Fig. 1: metal 1
The bar under the picture is 20 um long.
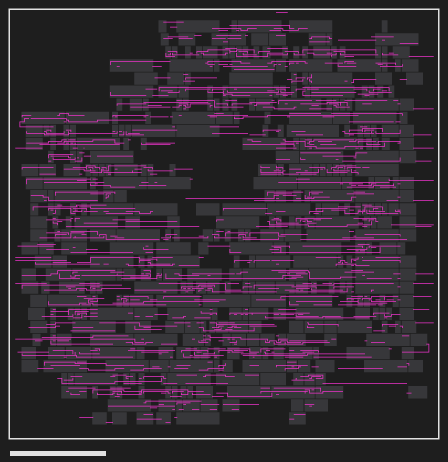
Fig. 2: layout detail
The bar under the picture is 5 um long. Region (57, 57) to (77, 77) um. Cells in gray, sequential cells in the stronger gray; small squares are vias.
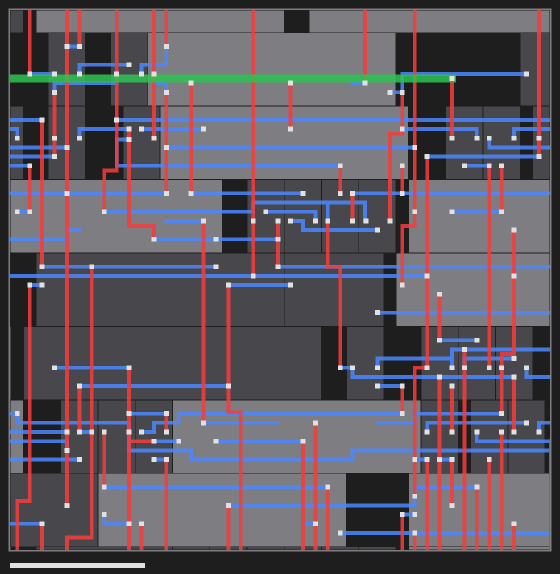
Fig. 3: congestion heat map
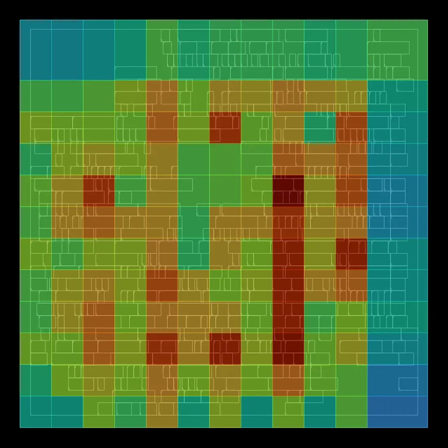
## config.mk

```make
export PLATFORM = sky130hd
export DESIGN_NAME = uart_frame_ctrl
export DESIGN_NICKNAME = d
export VERILOG_FILES = /design/src/rtl/uart_frame_ctrl.sv
export SDC_FILE = /design/constraint.sdc
export NUM_CORES = 1
export LEC_CHECK = 0
export CAP_MARGIN = 5
export CORE_MARGIN = 2
export CORE_UTILIZATION = 43
export CTS_BUF_LIST = sky130_fd_sc_hd__clkbuf_4 sky130_fd_sc_hd__clkbuf_8 sky130_fd_sc_hd__clkbuf_16
export DETAILED_ROUTE_END_ITERATION = 10
export PLACE_DENSITY = 0.8
export SLEW_MARGIN = 15
export SYNTH_ARGS = -nofsm -noshare
export SYNTH_HDL_FRONTEND = slang
export SYNTH_SLANG_ARGS = --single-unit
```

## constraint.sdc

```tcl
create_clock -name clk -period 1.56 [get_ports clk]
set_clock_uncertainty 0.15 [all_clocks]
set_input_delay 0.312 -clock clk [delete_from_list [all_inputs] [get_ports clk]]
set_output_delay 0.312 -clock clk [all_outputs]
set_load 0.02 [all_outputs]
```

## src/rtl/uart_frame_ctrl.sv

```systemverilog
// uart_frame_ctrl: frame sequencer behind the UART byte receiver.
// A frame is one command byte followed by NUM_BYTES payload bytes. The
// payload is packed little-endian into a wide word and offered to the
// datapath over a valid/ready handshake.
// Optional inter-byte timeout logic is built when UART_FRAME_TIMEOUT_EN is
// defined; otherwise DATA waits indefinitely and err_timeout is tied low.
module uart_frame_ctrl #(
  parameter int NUM_BYTES     = 8,
  parameter int TIMEOUT_TICKS = 1760
) (
  input  logic                   clk,
  input  logic                   rst_n,
  input  logic                   baud_tick,
  input  logic                   rx_valid,
  input  logic [7:0]             rx_data,
  output logic [7:0]             cmd,
  output logic [8*NUM_BYTES-1:0] word,
  output logic                   word_valid,
  input  logic                   word_ready,
  output logic                   busy,
  output logic                   err_timeout,
  output logic                   err_overrun
);

  localparam int W     = 8 * NUM_BYTES;
  localparam int CNT_W = $clog2(NUM_BYTES + 1);

  typedef enum logic [1:0] {
    IDLE = 2'd0,
    DATA = 2'd1,
    HOLD = 2'd2
  } state_t;

  state_t           state;
  state_t           state_nxt;
  logic             rx_valid_q;
  logic             byte_evt;
  logic             last_byte;
  logic             start_frame;
  logic             timeout_hit;
  logic [CNT_W-1:0] byte_cnt;
  logic [W+7:0]     word_cat;

  // rx_valid is a level that may last many cycles; only its rising edge counts
  assign byte_evt  = rx_valid & ~rx_valid_q;
  assign last_byte = (byte_cnt == CNT_W'(NUM_BYTES - 1));

  // A new frame begins from IDLE, or straight out of HOLD when the pending
  // word is accepted in the same cycle the next command byte arrives
  assign start_frame = byte_evt & ((state == IDLE) | ((state == HOLD) & word_ready));

  // New byte enters at the top so the first payload byte ends up in word[7:0]
  assign word_cat = {rx_data, word};

  // Delayed copy of rx_valid for edge detection
  always_ff @(posedge clk or negedge rst_n) begin
    if (!rst_n) rx_valid_q <= 1'b0;
    else        rx_valid_q <= rx_valid;
  end

  // State register
  always_ff @(posedge clk or negedge rst_n) begin
    if (!rst_n) state <= IDLE;
    else        state <= state_nxt;
  end

  // Next-state logic; a byte arriving on the terminal tick beats the timeout
  always_comb begin
    state_nxt = state;
    case (state)
      IDLE: if (byte_evt) state_nxt = DATA;
      DATA: begin
        if (byte_evt && last_byte) state_nxt = HOLD;
        else if (timeout_hit)      state_nxt = IDLE;
      end
      HOLD: if (word_ready) state_nxt = byte_evt ? DATA : IDLE;
      default: state_nxt = IDLE;
    endcase
  end

  // Moore outputs decoded from the state
  always_comb begin
    word_valid = (state == HOLD);
    busy       = (state != IDLE);
  end

  // Command, payload shift register and byte counter; word and cmd hold
  // their last value after a handshake or abort
  always_ff @(posedge clk or negedge rst_n) begin
    if (!rst_n) begin
      cmd      <= 8'h00;
      word     <= '0;
      byte_cnt <= '0;
    end else if (start_frame) begin
      cmd      <= rx_data;
      byte_cnt <= '0;
    end else if ((state == DATA) && byte_evt) begin
      word     <= word_cat[W+7:8];
      byte_cnt <= byte_cnt + CNT_W'(1);
    end
  end

  // Byte dropped because the previous word is still waiting
  always_ff @(posedge clk or negedge rst_n) begin
    if (!rst_n) err_overrun <= 1'b0;
    else        err_overrun <= (state == HOLD) & byte_evt & ~word_ready;
  end

`ifdef UART_FRAME_TIMEOUT_EN
  logic [10:0] tmo_cnt;

  assign timeout_hit = (state == DATA) & baud_tick & ~byte_evt &
                       (tmo_cnt == 11'(TIMEOUT_TICKS - 1));

  // Ticks since the last byte; only meaningful while collecting payload
  always_ff @(posedge clk or negedge rst_n) begin
    if (!rst_n)                               tmo_cnt <= '0;
    else if ((state != DATA) || byte_evt)     tmo_cnt <= '0;
    else if (timeout_hit)                     tmo_cnt <= '0;
    else if (baud_tick)                       tmo_cnt <= tmo_cnt + 11'd1;
  end

  // One-cycle abort indication
  always_ff @(posedge clk or negedge rst_n) begin
    if (!rst_n) err_timeout <= 1'b0;
    else        err_timeout <= timeout_hit;
  end
`else
  logic unused_tick;

  assign timeout_hit = 1'b0;
  assign err_timeout = 1'b0;
  // baud_tick and TIMEOUT_TICKS have no consumer in this build
  assign unused_tick = baud_tick ^ (TIMEOUT_TICKS == 0);
`endif

endmodule
```

==> CHANGELOG.md <==
## Flow update

- Worst Setup SP: state[0]
- CP cell instances: buf_6 > buf_6 > or3_4 > buf_8 > mux2_4
- Prevailing post-synth register cell: dfrtp_1
- Pwr Total: roughly 9000 uW
- Setup_tns: -1.53 ns
- First-pass GRT wire length: 11000 um
- Drt first-iter violations: 113
- Clock power share: 0.182
- WL met1: approximately 3500 um
- Mux area share: 0.0386
- WL final: 7560 um
- CTS Buffer Depth: 2
- Synth Area in Simple Gates: 0.272
- Setup ws final: -0.179 ns
- CTS sink count: 80
- Initial antenna violation count: 0
- Bufs w/o clock: 121
- Failing checks: setup timing
- FP Rows: 31
- Final setup violation count: 11
- Chip area: 7930 sq um
- Sw Pwr: about 3600 uW
- Critical Path Sink: cmd[2]
- Diode count: 0
- Leading cell kind: sequential cells
- Nets: 456
- Cell Area, Placed: around 4200 sq um
- Core area: approximately 7100 sq um
- Fill count: 557
- Synth logic family: simple AND/OR/NAND/NOR gates
- Most frequent CP cell: buf_6
- Final cycle utilization of the critical path: 1.12
- Most frequent cells after synthesis: 196 x nand2_1, 80 x dfrtp_1, 8 x clkbuf_1, 8 x mux2_4, 7 x buf_2
- Worst reg2reg path depth: 5
- Sw Share: 0.397
- DPL Wire Length: between 4000 and 5000 um
- GPL Wtd Cong: 0.812
- Crit path DRT: 1.64 ns
- WP depth: 5
- ClkCell Share: 0.0471
- Adder-cell share of the synthesized area: 0.00402
- F_max: 575 MHz
- Area growth, synth to finish: 50.2%
- CTS buffer count: 9
- Fraction of area in multi-input gates: 0.236
- Max H-tree Level: 3
- Via/cell ratio: about 4.7
- Post-Place Worst Slack: -0.472 ns
- WP data arrival: 1.82 ns
- Clk_lat worst skew: around 0.35 ns
- Residual DRC: 0
- Max Fanout on Critical Path: 5
- Seq area share: 0.428
- Floorplan Nets: 341
- Setup Crit Path Kind: flop to flop
- Total gr overflow: 0
- Highest metal layer with signal wires: met4
- Max-slew violations: 0
- Pre-antenna DRT Iters: 4
- Unrepaired setup endpoints after global routing: yes
- Tapcells: 99
- CTS root buffer: clkbuf_8
- Pint: 5520 uW
- Die Span Y: 89.1 um
- FF-to-FF setup slack: -0.18 ns
- Ys cells: between 300 and 400
- Minimum clock period after layout: around 1.7 ns
- Met3 Wirelength: 497 um
- Clk slew on worst S/H paths: 0.08 ns
- Synthesized cell area: 3110 sq um
- CP peak stage delay: 0.40 ns
- Data buffer area share: 0.262
- Seq pwr share: 0.397
- Top-count cell post-synth: nand2_1
- CTS tree: yes
- Syn Area/Cell: 9.52 sq um
- Number of enable flip-flop cells: 0
- Die Width: 89.1 um
- Post-CTS Setup Bufs: 4
- Status: finished, violations left
- R2r endpoint: cmd[2]
- # IOs: ~90
- Register area: 2000 sq um
- Seq Cell Count: 80
- Min Hold Slack: 0.255 ns
- Gate Area: approximately 1100 sq um
- Top cell excl fill/tap: nand2_1
- Combinational power share: 0.422
- MI comb cells: ~230
- FP Core Util: 0.436
- Max IR drop VDD: 0.996 mV
- Synth warn: 0
- Leading area contributor after synthesis: dfrtp_1
- Routed wl met2: about 3400 um
- Placed cells: between 500 and 600
- Non-clk invs: 1
- Setup crit end kind: flop
- MaxCap Viol Count: 0
- Tool Warnings: 30
- Pwr Density: roughly 2000 nW/um^2
- Slowest cell on crit path: dfrtp_1
- Via count: 2552
- Post-route cell area: 4670 sq um
- Final cell count without fillers: 546
- Post-synth seq share: 0.643
- Post-route ant nets: 0
- Synth unique cells: 26
- P_leak: ~0.0025 uW
- IO Port Bufs: 86
- Top cell area share: 0.643
- Pin count of the biggest net entering global routing: 41
- Ao+oa area frac: 0.0101
- Clk_buf instances: 9
- Layout cell share with drive strength beyond 1: 0.210
- Asr flop ratio synth: 1.00
Back to the opening pictures, Fig. 1:
main direction: horizontal
nets with wire on the layer: 392
share of all routed wire: 46%

Back to the opening pictures, Fig. 2:
[red] met2
[blue] met1
[green] met3
netlist names of flops here include: `word` (8)
sequential cells in the window: 8
cells with their middle in the window: 32
most frequent: nand2_1 (20), dfrtp_1 (8)

Back to the opening pictures, Fig. 3:
post-DR wirelength/cell: 13.8 um
GRT Util Overall: 0.182

==> routing by layer <==
metal	track usage	vias up
met5	0	-
li1	-	1238
met1	0.263	1213
met4	0.0841	0
met2	0.265	87
met3	0.0369	14
==> power groups by stage <==
stage	Clock, uW	Combinational (uW)	Sequential (uW)
after global placement	0	4060	3640
after floorplan	0	951	4600
after detailed placement	0	4170	3640
after CTS	1670	3670	3580
after global routing	1770	4200	3750
final	1660	3860	3630
==> state kept, by name (all words and copies together) (netlist names) <==
name	cells
word	64
state	2
err_overrun	1
byte_cnt	4
cmd	8
rx_valid_q	1
Power is estimated from default activity; no workload was simulated.
